**src/rtl/demux4_buf.sv**
```systemverilog
// demux4_buf: 1-to-4 demultiplexer with a small FIFO on each output port.
// Define DEMUX4_BUF_BYPASS_EN to let a word cut through an empty queue in the same cycle.
module demux4_buf #(
  parameter int width = 16,
  parameter int depth = 2
) (
  input  logic             clk,
  input  logic             rst,
  input  logic             in_valid,
  output logic             in_ready,
  input  logic [1:0]       in_sel,
  input  logic [width-1:0] in_data,
  output logic [3:0]       out_valid,
  input  logic [3:0]       out_ready,
  output logic [width-1:0] out_data0,
  output logic [width-1:0] out_data1,
  output logic [width-1:0] out_data2,
  output logic [width-1:0] out_data3
);

  localparam int AW = (depth > 1) ? $clog2(depth) : 1;

  typedef logic [AW-1:0] ptr_t;
  typedef logic [AW:0]   cnt_t;

  localparam cnt_t FULL = cnt_t'(depth);

  logic [3:0]       full;
  logic [width-1:0] head [4];

  // Ready depends only on registered fullness, never on this cycle's pops.
  assign in_ready = !rst && !full[in_sel];

  assign out_data0 = head[0];
  assign out_data1 = head[1];
  assign out_data2 = head[2];
  assign out_data3 = head[3];

  for (genvar g = 0; g < 4; g++) begin : g_port
    logic [width-1:0] mem [depth];
    ptr_t             rptr;
    ptr_t             wptr;
    cnt_t             cnt;
    logic             sel;
    logic             stored;
    logic             push;
    logic             pop;
    logic             byp;

    assign sel    = in_valid && (in_sel == 2'(g));
    assign stored = (cnt != '0);
    assign full[g] = (cnt == FULL);

`ifdef DEMUX4_BUF_BYPASS_EN
    logic offer;
    assign offer        = !rst && sel && !stored;
    assign byp          = offer && out_ready[g];
    assign out_valid[g] = stored || offer;
    assign head[g]      = offer ? in_data : mem[rptr];
`else
    assign byp          = 1'b0;
    assign out_valid[g] = stored;
    assign head[g]      = mem[rptr];
`endif

    assign push = sel && in_ready && !byp;
    assign pop  = stored && out_ready[g];

    always_ff @(posedge clk) begin
      if (rst) begin
        rptr <= '0;
        wptr <= '0;
        cnt  <= '0;
        for (int e = 0; e < depth; e++) begin
          mem[e] <= '0;
        end
      end else begin
        if (push) begin
          mem[wptr] <= in_data;
          wptr      <= wptr + ptr_t'(1);
        end
        if (pop) begin
          rptr <= rptr + ptr_t'(1);
        end
        if (push && !pop) begin
          cnt <= cnt + cnt_t'(1);
        end else if (pop && !push) begin
          cnt <= cnt - cnt_t'(1);
        end
      end
    end
  end

endmodule

```
**config.mk**
```make
export PLATFORM = sky130hd
export DESIGN_NAME = demux4_buf
export DESIGN_NICKNAME = d
export VERILOG_FILES = /design/src/rtl/demux4_buf.sv
export SDC_FILE = /design/constraint.sdc
export NUM_CORES = 1
export LEC_CHECK = 0
export CORE_ASPECT_RATIO = 0.9
export CORE_MARGIN = 2
export CORE_UTILIZATION = 55
export DETAILED_ROUTE_END_ITERATION = 8
export PLACE_DENSITY = 0.8
export RECOVER_POWER = 50
export SKIP_LAST_GASP = 1
export SLEW_MARGIN = 5
export SYNTH_ARGS = -nofsm -noshare
export SYNTH_HDL_FRONTEND = slang
export SYNTH_SLANG_ARGS = --single-unit
```
**constraint.sdc**
```tcl
create_clock -name clk -period 3.9 [get_ports clk]
set_input_delay 0.78 -clock clk [delete_from_list [all_inputs] [get_ports clk]]
set_output_delay 0.78 -clock clk [all_outputs]
set_load 0.02 [all_outputs]
```
==> Table 3: Implementation characteristics <==
Physical design parameters

Parameter                              Value

Detailed routing
  Post-detailed-route wirelength per cell .................. 17.7 µm
  Detailed-router iteration count before antenna repair .................. 5

Synth
  Largest cells by area .................. edfxtp_1, and2_1, mux2_2
  Synth cell count leaders .................. and2_1, edfxtp_1, mux2_2
  Nets in the synthesized netlist .................. 492
  Logic family by area .................. simple AND/OR/NAND/NOR gates
  Number of cells in Yosys stat .................. 463
  Post-synthesis cell count .................. 463
  Synthesized registers .................. 148

Critical path
  Largest stage delay on the critical path .................. 0.64 ns
  Required time of the worst setup path .................. 3.93 ns
  Kind of critical path .................. in2reg
  Timing startpoint of the critical path .................. rst
  Crit path max fanout .................. 27
  Worst path bufs/invs .................. 3
  Arrival time reported for the critical path endpoint .................. 3.47 ns
  Setup crit end .................. g_port[3].mem[0][15]$_SDFFCE_PN0P_

Finish
  Largest reg by FF count .................. g_port.mem
  Combinational gate area .................. 2180 µm²
  Signed area change from the synthesized netlist to the final layout .................. 24.5%
  Inserted Diodes .................. 0
  Layout clock buffers .................. 26
  Max reg flops .................. 128
  Final std cells w/o fill .................. 733
  Sequential cell area .................. 4240 µm²
  Fraction of layout cells with a size suffix above 1 .................. 0.188

GRT
  Met1 Use GR .................. 0.256
  Largest net degree at the start of global routing .................. 28
  Met2 layer usage reported by global route .................. 0.362
  Overflow left after global routing .................. 0

STA
  Setup total negative slack .................. 0 ns
  Final max-slew violation count .................. 0

Status
  Result of the run .................. finished clean

Placement
  GPL Wtd Cong .................. 0.787

Clock tree
  Number of gates given a new drive strength after cts .................. 0

Power and ir drop
  Total combinational power .................. 1.09 mW
  Sequential power .................. 2.01 mW

Run
  Log Warnings .................. 26
  Maxcap violations .................. 0

Floorplanning
  N_taps .................. 160
Fig. 1: signal wires on met3
Scale: 4 px per µm.
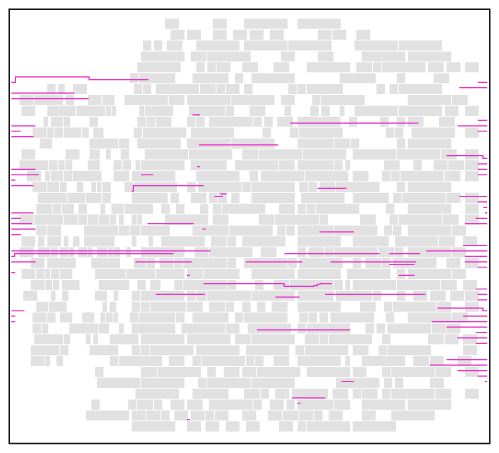
main direction: horizontal
share of all routed wire: 5.5%
wire length on this layer: 710 µm
nets with wire on the layer: 73
met3 Track Usage GR: 0.0549
Detailed Route WL: 13000 µm
total via count in the routed design: 3887

Fig. 2: pin map
Scale: 3 px per µm. Pins as bars across the die edge, other pins in gray.
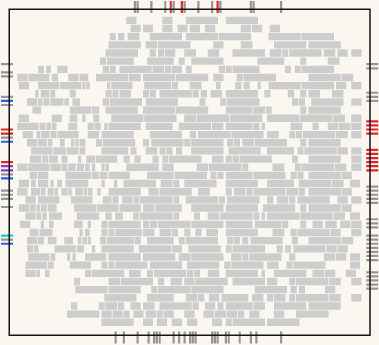
| color | port | pins | direction | edge |
|---|---|---|---|---|
| cyan | rst | 1 | input | left |
| blue | out_ready | 4 | input | left |
| purple | in_sel | 2 | input | left |
| red | out_data1 | 16 | output | 10 right, 3 left, 3 top |
Chip Width: 120 µm
overall die height: 108 µm
count of input and output buffers: 93

Fig. 3: metal 4
Scale: 3 px per µm. Supply wires on this layer in gray.
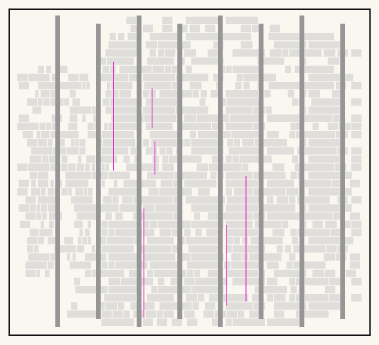
nets with wire on the layer: 4
share of all routed wire: 1.3%
wire length on this layer: 164 µm
longest straight run: 41.5 µm

Fig. 4: the clock network
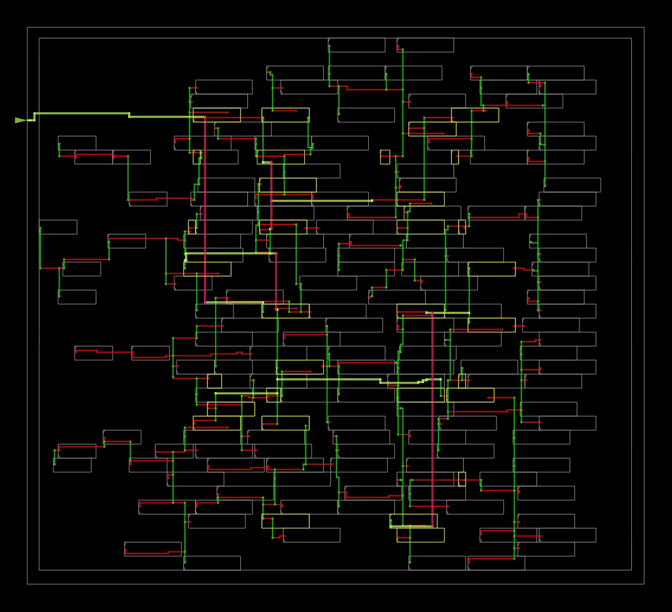
clock group total power: 1.67 mW
clk_lat worst skew: 0.41 ns

Fig. 5: close-up of the layout
Region (65, 56) to (115, 106) µm. Cells in gray, sequential cells in the stronger gray; small squares are vias.
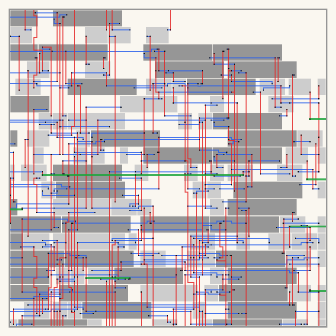
| color | layer |
|---|---|
| green | metal 3 |
| red | metal 2 |
| blue | metal 1 |
cells with their middle in the window: 97
most frequent: edfxtp_1 (33), and2_1 (23), mux2_2 (18)
netlist names of flops here include: g_port.mem (33)
sequential cells in the window: 33

Power and IR drop assume default switching activity.
